File: src/rtl/regfile_arb_if.sv
// Port bundle for regfile_arb: host and scan-engine request/return channels plus the RAM port.
// slave is the arbiter's view; master is the requesters' and RAM's view.
interface regfile_arb_if #(
  parameter int ADDR_W = 7,
  parameter int DATA_W = 8
);
  logic              host_req;
  logic              host_we;
  logic [ADDR_W-1:0] host_addr;
  logic [DATA_W-1:0] host_wdata;
  logic              host_gnt;
  logic              host_rvalid;
  logic [DATA_W-1:0] host_rdata;

  logic              mc_req;
  logic              mc_we;
  logic              mc_lock;
  logic [ADDR_W-1:0] mc_addr;
  logic [DATA_W-1:0] mc_wdata;
  logic              mc_gnt;
  logic              mc_rvalid;
  logic [DATA_W-1:0] mc_rdata;

  logic              mem_en;
  logic              mem_we;
  logic [ADDR_W-1:0] mem_addr;
  logic [DATA_W-1:0] mem_wdata;
  logic [DATA_W-1:0] mem_rdata;

  logic              lock_err;

  modport slave (
    input  host_req, host_we, host_addr, host_wdata,
    output host_gnt, host_rvalid, host_rdata,
    input  mc_req, mc_we, mc_lock, mc_addr, mc_wdata,
    output mc_gnt, mc_rvalid, mc_rdata,
    output mem_en, mem_we, mem_addr, mem_wdata,
    input  mem_rdata,
    output lock_err
  );

  modport master (
    output host_req, host_we, host_addr, host_wdata,
    input  host_gnt, host_rvalid, host_rdata,
    output mc_req, mc_we, mc_lock, mc_addr, mc_wdata,
    input  mc_gnt, mc_rvalid, mc_rdata,
    input  mem_en, mem_we, mem_addr, mem_wdata,
    output mem_rdata,
    input  lock_err
  );
endinterface

File: src/rtl/regfile_arb.sv
// regfile_arb: serialises host and scan-engine accesses onto one synchronous RAM port.
// Define REGFILE_ARB_LOCK_EN to build the scan-engine lock (LOCKED state, lock_cnt, lock_err).
module regfile_arb #(
  parameter int ADDR_W       = 7,
  parameter int DATA_W       = 8,
  parameter int STARVE_LIMIT = 4,
  parameter int LOCK_MAX     = 8
) (
  input logic          clk,
  input logic          reset,
  regfile_arb_if.slave bus
);
  typedef enum logic {ARB = 1'b0, LOCKED = 1'b1} state_e;

  state_e            state_q, state_d;
  logic [3:0]        starve_q, starve_d;
`ifdef REGFILE_ARB_LOCK_EN
  logic [7:0]        lock_cnt_q, lock_cnt_d;
  logic              host_prio_q, host_prio_d;
`endif
  logic              host_first, arb_host, arb_mc;
  logic              host_gnt, mc_gnt, lock_err;

  logic              mem_en_q, mem_en_d, mem_we_q, mem_we_d;
  logic [ADDR_W-1:0] mem_addr_q, mem_addr_d;
  logic [DATA_W-1:0] mem_wdata_q, mem_wdata_d;
  logic              rd_v1_q, rd_v1_d, rd_mc1_q, rd_mc1_d;
  logic              rd_v2_q, rd_v2_d, rd_mc2_q, rd_mc2_d;
  logic              host_rvalid, mc_rvalid;
  logic [DATA_W-1:0] host_rdata_q, host_rdata_d, mc_rdata_q, mc_rdata_d;

  always_comb begin
    state_d    = state_q;
    starve_d   = starve_q;
    arb_host   = 1'b0;
    arb_mc     = 1'b0;
    lock_err   = 1'b0;
    host_first = (starve_q < 4'(STARVE_LIMIT));
`ifdef REGFILE_ARB_LOCK_EN
    lock_cnt_d  = lock_cnt_q;
    host_prio_d = host_prio_q;
    host_first  = host_first | host_prio_q;
`endif
    case (state_q)
      ARB: begin
        if (bus.host_req && bus.mc_req) begin
          arb_host = host_first;
          arb_mc   = !host_first;
`ifdef REGFILE_ARB_LOCK_EN
          host_prio_d = 1'b0;
`endif
        end else begin
          arb_host = bus.host_req;
          arb_mc   = bus.mc_req;
        end
`ifdef REGFILE_ARB_LOCK_EN
        if (arb_mc && bus.mc_lock) begin
          state_d    = LOCKED;
          lock_cnt_d = '0;
        end
`endif
      end
`ifdef REGFILE_ARB_LOCK_EN
      LOCKED: begin
        arb_mc     = bus.mc_req;
        lock_cnt_d = lock_cnt_q + 8'd1;
        if (!bus.mc_lock) begin
          state_d = ARB;
        end else if (lock_cnt_d == 8'(LOCK_MAX)) begin
          // Forced release: the host takes the next contested cycle.
          state_d     = ARB;
          lock_err    = 1'b1;
          host_prio_d = 1'b1;
        end
      end
`endif
      default: state_d = ARB;
    endcase

    // Grants are combinational, so they are masked while reset is held.
    host_gnt = arb_host & reset;
    mc_gnt   = arb_mc & reset;

    if (!bus.mc_req || mc_gnt || lock_err) starve_d = '0;
    else if (host_gnt)                     starve_d = starve_q + 4'd1;
  end

  always_comb begin
    mem_en_d    = host_gnt | mc_gnt;
    mem_we_d    = (host_gnt & bus.host_we) | (mc_gnt & bus.mc_we);
    mem_addr_d  = mem_addr_q;
    mem_wdata_d = mem_wdata_q;
    if (host_gnt) begin
      mem_addr_d  = bus.host_addr;
      mem_wdata_d = bus.host_wdata;
    end else if (mc_gnt) begin
      mem_addr_d  = bus.mc_addr;
      mem_wdata_d = bus.mc_wdata;
    end
    rd_v1_d  = (host_gnt & ~bus.host_we) | (mc_gnt & ~bus.mc_we);
    rd_mc1_d = mc_gnt;
    rd_v2_d  = rd_v1_q;
    rd_mc2_d = rd_mc1_q;

    host_rvalid  = rd_v2_q & ~rd_mc2_q;
    mc_rvalid    = rd_v2_q & rd_mc2_q;
    host_rdata_d = host_rvalid ? bus.mem_rdata : host_rdata_q;
    mc_rdata_d   = mc_rvalid ? bus.mem_rdata : mc_rdata_q;
  end

  always_ff @(posedge clk or negedge reset) begin
    if (!reset) begin
      state_q      <= ARB;
      starve_q     <= '0;
`ifdef REGFILE_ARB_LOCK_EN
      lock_cnt_q   <= '0;
      host_prio_q  <= 1'b0;
`endif
      mem_en_q     <= 1'b0;
      mem_we_q     <= 1'b0;
      mem_addr_q   <= '0;
      mem_wdata_q  <= '0;
      rd_v1_q      <= 1'b0;
      rd_mc1_q     <= 1'b0;
      rd_v2_q      <= 1'b0;
      rd_mc2_q     <= 1'b0;
      host_rdata_q <= '0;
      mc_rdata_q   <= '0;
    end else begin
      state_q      <= state_d;
      starve_q     <= starve_d;
`ifdef REGFILE_ARB_LOCK_EN
      lock_cnt_q   <= lock_cnt_d;
      host_prio_q  <= host_prio_d;
`endif
      mem_en_q     <= mem_en_d;
      mem_we_q     <= mem_we_d;
      mem_addr_q   <= mem_addr_d;
      mem_wdata_q  <= mem_wdata_d;
      rd_v1_q      <= rd_v1_d;
      rd_mc1_q     <= rd_mc1_d;
      rd_v2_q      <= rd_v2_d;
      rd_mc2_q     <= rd_mc2_d;
      host_rdata_q <= host_rdata_d;
      mc_rdata_q   <= mc_rdata_d;
    end
  end

  assign bus.host_gnt    = host_gnt;
  assign bus.mc_gnt      = mc_gnt;
  assign bus.lock_err    = lock_err;
  assign bus.mem_en      = mem_en_q;
  assign bus.mem_we      = mem_we_q;
  assign bus.mem_addr    = mem_addr_q;
  assign bus.mem_wdata   = mem_wdata_q;
  assign bus.host_rvalid = host_rvalid;
  assign bus.host_rdata  = host_rdata_d;
  assign bus.mc_rvalid   = mc_rvalid;
  assign bus.mc_rdata    = mc_rdata_d;
endmodule

File: src/flat_wrapper.sv
// flat-port wrapper written by rule: the top's interface ports become plain ports
module regfile_arb_flat 
#(
  parameter int ADDR_W       = 7,
  parameter int DATA_W       = 8,
  parameter int STARVE_LIMIT = 4,
  parameter int LOCK_MAX     = 8
)
  (clk, reset, bus_host_req, bus_host_we, bus_host_addr, bus_host_wdata, bus_host_gnt, bus_host_rvalid, bus_host_rdata, bus_mc_req, bus_mc_we, bus_mc_lock, bus_mc_addr, bus_mc_wdata, bus_mc_gnt, bus_mc_rvalid, bus_mc_rdata, bus_mem_en, bus_mem_we, bus_mem_addr, bus_mem_wdata, bus_mem_rdata, bus_lock_err);
  regfile_arb_if #(.ADDR_W(ADDR_W), .DATA_W(DATA_W)) bus_i ();
  input logic clk;
  input logic reset;
  input wire logic [$bits(bus_i.host_req)-1:0] bus_host_req;
  input wire logic [$bits(bus_i.host_we)-1:0] bus_host_we;
  input wire logic [$bits(bus_i.host_addr)-1:0] bus_host_addr;
  input wire logic [$bits(bus_i.host_wdata)-1:0] bus_host_wdata;
  output wire logic [$bits(bus_i.host_gnt)-1:0] bus_host_gnt;
  output wire logic [$bits(bus_i.host_rvalid)-1:0] bus_host_rvalid;
  output wire logic [$bits(bus_i.host_rdata)-1:0] bus_host_rdata;
  input wire logic [$bits(bus_i.mc_req)-1:0] bus_mc_req;
  input wire logic [$bits(bus_i.mc_we)-1:0] bus_mc_we;
  input wire logic [$bits(bus_i.mc_lock)-1:0] bus_mc_lock;
  input wire logic [$bits(bus_i.mc_addr)-1:0] bus_mc_addr;
  input wire logic [$bits(bus_i.mc_wdata)-1:0] bus_mc_wdata;
  output wire logic [$bits(bus_i.mc_gnt)-1:0] bus_mc_gnt;
  output wire logic [$bits(bus_i.mc_rvalid)-1:0] bus_mc_rvalid;
  output wire logic [$bits(bus_i.mc_rdata)-1:0] bus_mc_rdata;
  output wire logic [$bits(bus_i.mem_en)-1:0] bus_mem_en;
  output wire logic [$bits(bus_i.mem_we)-1:0] bus_mem_we;
  output wire logic [$bits(bus_i.mem_addr)-1:0] bus_mem_addr;
  output wire logic [$bits(bus_i.mem_wdata)-1:0] bus_mem_wdata;
  input wire logic [$bits(bus_i.mem_rdata)-1:0] bus_mem_rdata;
  output wire logic [$bits(bus_i.lock_err)-1:0] bus_lock_err;
  assign bus_i.host_req = bus_host_req;
  assign bus_i.host_we = bus_host_we;
  assign bus_i.host_addr = bus_host_addr;
  assign bus_i.host_wdata = bus_host_wdata;
  assign bus_host_gnt = bus_i.host_gnt;
  assign bus_host_rvalid = bus_i.host_rvalid;
  assign bus_host_rdata = bus_i.host_rdata;
  assign bus_i.mc_req = bus_mc_req;
  assign bus_i.mc_we = bus_mc_we;
  assign bus_i.mc_lock = bus_mc_lock;
  assign bus_i.mc_addr = bus_mc_addr;
  assign bus_i.mc_wdata = bus_mc_wdata;
  assign bus_mc_gnt = bus_i.mc_gnt;
  assign bus_mc_rvalid = bus_i.mc_rvalid;
  assign bus_mc_rdata = bus_i.mc_rdata;
  assign bus_mem_en = bus_i.mem_en;
  assign bus_mem_we = bus_i.mem_we;
  assign bus_mem_addr = bus_i.mem_addr;
  assign bus_mem_wdata = bus_i.mem_wdata;
  assign bus_i.mem_rdata = bus_mem_rdata;
  assign bus_lock_err = bus_i.lock_err;
  regfile_arb #(.ADDR_W(ADDR_W), .DATA_W(DATA_W), .STARVE_LIMIT(STARVE_LIMIT), .LOCK_MAX(LOCK_MAX)) u_core (.clk(clk), .reset(reset), .bus(bus_i));
endmodule
File: config.mk
export PLATFORM = sky130hd
export DESIGN_NAME = regfile_arb_flat
export DESIGN_NICKNAME = d
export VERILOG_FILES = /design/src/rtl/regfile_arb_if.sv /design/src/rtl/regfile_arb.sv /design/src/flat_wrapper.sv
export SDC_FILE = /design/constraint.sdc
export NUM_CORES = 1
export LEC_CHECK = 0
export CAP_MARGIN = 20
export CORE_MARGIN = 2
export CORE_UTILIZATION = 40
export DETAILED_ROUTE_END_ITERATION = 8
export GPL_ROUTABILITY_DRIVEN = 0
export PLACE_DENSITY_LB_ADDON = 0.3
export SETUP_SLACK_MARGIN = 0.3
export SYNTH_ARGS = -nofsm -noshare
export SYNTH_HDL_FRONTEND = slang
export SYNTH_SLANG_ARGS = --single-unit
File: constraint.sdc
create_clock -name clk -period 1.9 [get_ports clk]
set_input_delay 0.19 -clock clk [delete_from_list [all_inputs] [get_ports clk]]
set_output_delay 0.19 -clock clk [all_outputs]
set_load 0.03 [all_outputs]
==> results.py <==
# Flow results
metrics = {
    "route": {
        "first_pass_iters": 4,
        "wl_met2_mm": 2.395,
        "drc": 0,
        "m1WireLength_mm": 1.670,
        "top_layer_used": "met4",
    },
    "final_timing": {
        "timing.setup.tns_ps": 0,
        "slew_headroom": 0.4271,
        "finalSetupViolations": 0,
        "slew_viol_final": 0,
        "rsz0062_at_grt": "yes",
        "worstMarginPinSlew_ps": 856.5,
    },
    "critical_path": {
        "cp_slowest_cell": "dfrtp_2",
        "crit_chain": "nand2b_4 -> buf_12 -> mux2_2 -> buf_6",
        "cp.depth": 4,
        "worst-path-buf-inv": 2,
        "startpoint": "u_core.rd_v2_q",
        "rr_endpoint": "u_core.bus.mem_wdata[4]",
        "r2r_start": "u_core.starve_q[2]",
        "rr_worst_depth": 4,
        "critPathTopFamily": "flip-flops",
        "critPathMaxStageDelay_ps": 480,
        "arrival_ps": 1510,
    },
    "clocking": {
        "clk_path_buf_depth": 2,
        "cts_hold_buf": 1,
        "cts_resized": 60,
        "postCtsSetupBuffers": 4,
        "clk_latency_ps": 290,
    },
    "flow_run": {
        "drv_cap": 0,
        "tool_warnings": 29,
    },
    "yosys": {
        "flop_cell": "dfrtp_1",
        "top_cell": "dfrtp_1",
        "synth_warnings": 0,
        "postSynthSeqShare": 0.6161,
        "synth_cells": 120,
        "ys_ff": 41,
        "ys_cells": 120,
        "async_flop_share": 1.000,
    },
    "run_status": {
        "status": "finished, final reports clean",
    },
    "finish": {
        "clock_buffers": 6,
        "drive_above_1_share": 0.2982,
        "final_cells": 268,
        "seq_area_frac": 0.3759,
        "logic_area_um2": 648.1,
        "antenna_cells": 0,
        "buf_share": 0.3278,
        "inv_count": 4,
    },
    "floorplanning": {
        "die_x_um": 68.53,
        "die_h_um": 68.53,
    },
    "global_route": {
        "grt_pass1_wl_mm": 6.196,
        "grt_util_met3": 0.05195,
        "grt_most_used_layer": "met2",
        "antenna_found_initial": 0,
        "grt_pass1_vias": 1336,
        "gr-usage-all-layers": 0.1852,
    },
    "power": {
        "p_per_area_mw_per_mm2": 922.0,
    },
}
worst reg2reg max path, delay by kind of cell (launching register included):
| family | cells | cell delay [ps] |
|---|---|---|
| flip-flops | 1 | 420 |
| AND/OR/NAND/NOR | 2 | 340 |
| AND-OR/OR-AND | 1 | 320 |
| buffers and inverters | 1 | 200 |
cell families (layout without fill, tap and decap cells):
group | Yosys count | in the layout | share of synthesized area
compound gates | 22 | 22 | 0.1202
simple gates | 29 | 31 | 0.1089
flops | 41 | 41 | 0.6161
mux | 16 | 16 | 0.1082
other cells | 1 | 1 | 0.002252
buf+inv | 10 | 106 | 0.03680
fa+ha+maj | 1 | 1 | 0.007512
metrics by stage:
step | setup WS (ps) | hold slack (ps)
after CTS | 135.7 | 18.59
after global placement | 31.58 | 184.0
final | 202.1 | 13.33
after detailed placement | -22.35 | 198.0
after floorplan | 550.5 | -105.6
after global routing | 159.5 | 42.12
cell usage in the layout (no fill, tap or decap), types with 2 or more instances in the layout:
cell type        instances
nand2b_1                 3
o21ai_1                  2
a221o_1                 15
clkdlybuf4s50_1         59
clkbuf_8                 5
nand2b_4                 2
dfrtp_1                 39
mux2_4                   8
clkinv_2                 2
dfrtp_2                  2
nand3_1                  3
inv_1                    3
buf_2                    6
buf_4                   15
nand2_1                  2
and2_1                  15
buf_6                   11
mux2_2                   8
a21boi_0                 3
worst max path at each step:
stage / to / slack, ps
final: bus_host_rdata[5] / 200
after global routing: bus_host_rdata[5] / 160
after CTS: bus_host_rdata[6] / 140
after detailed placement: bus_host_rdata[6] / -20
after global placement: bus_host_rdata[1] / 30
after floorplan: u_core.bus.mem_addr[6] / 550
report_power, final:
group	internal (mW)	total (mW)	switching, mW
registers	1.00	1.05	0.0519
clock network	0.254	0.538	0.284
logic	0.453	0.931	0.478
total	1.71	2.52	0.814
Figure 1. Nets reached from selected ports.
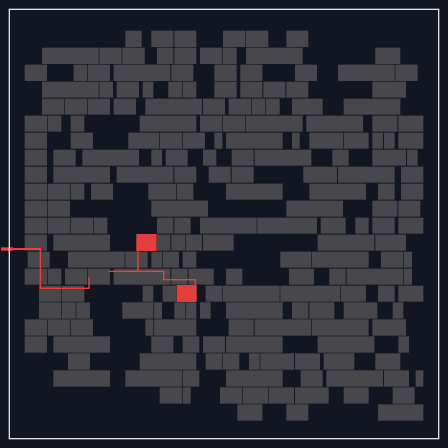
[red] `bus_mc_we` | bits: 1 | direction: input | edge: west | end cells: 2 | buffers: 1 | wire: 41.8 um
IO buf count: 80
# IOs: 83

Figure 2. Cells colored by class.
Fill, decap, tap and diode cells in gray.
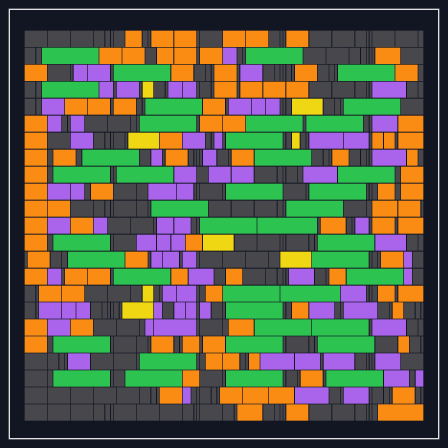
[green] flip-flops | cells: 41 | share of their area: 38%
[yellow] clock drivers and dummy loads | cells: 8 | share of their area: 3.1%
[orange] other buffers and delay cells | cells: 94 | share of their area: 34%
[purple] all other logic | cells: 75 | share of their area: 25%
Finished Core Util: 0.6841
Finished Cell Area: 0.002736 mm^2

Figure 3. M2 wires.
Cells faint in the background.
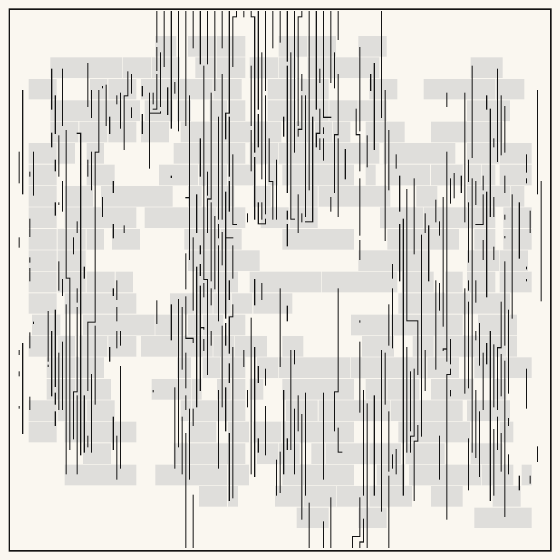
wire length on this layer: 2,400 um
main direction: vertical
nets with wire on the layer: 242
Routed WL: 4.468 mm
met2 usage: 0.3221
routed vias: 1,382

Figure 4. Cell outlines without signal wires.
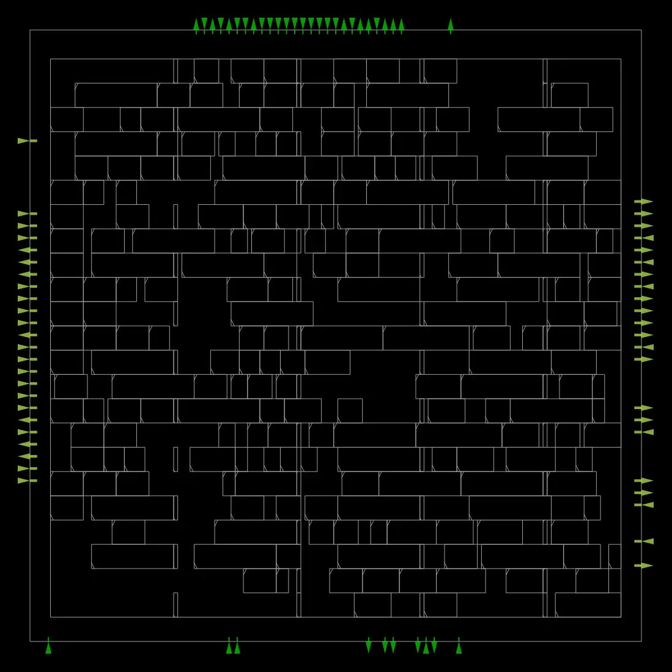
Core ar.: 0.004000 mm^2
Rows: 23
FF+latch count: 41
# Taps: 50
fill cell count: 293

Power figures rest on the tool's default switching activity, not on a simulated workload.
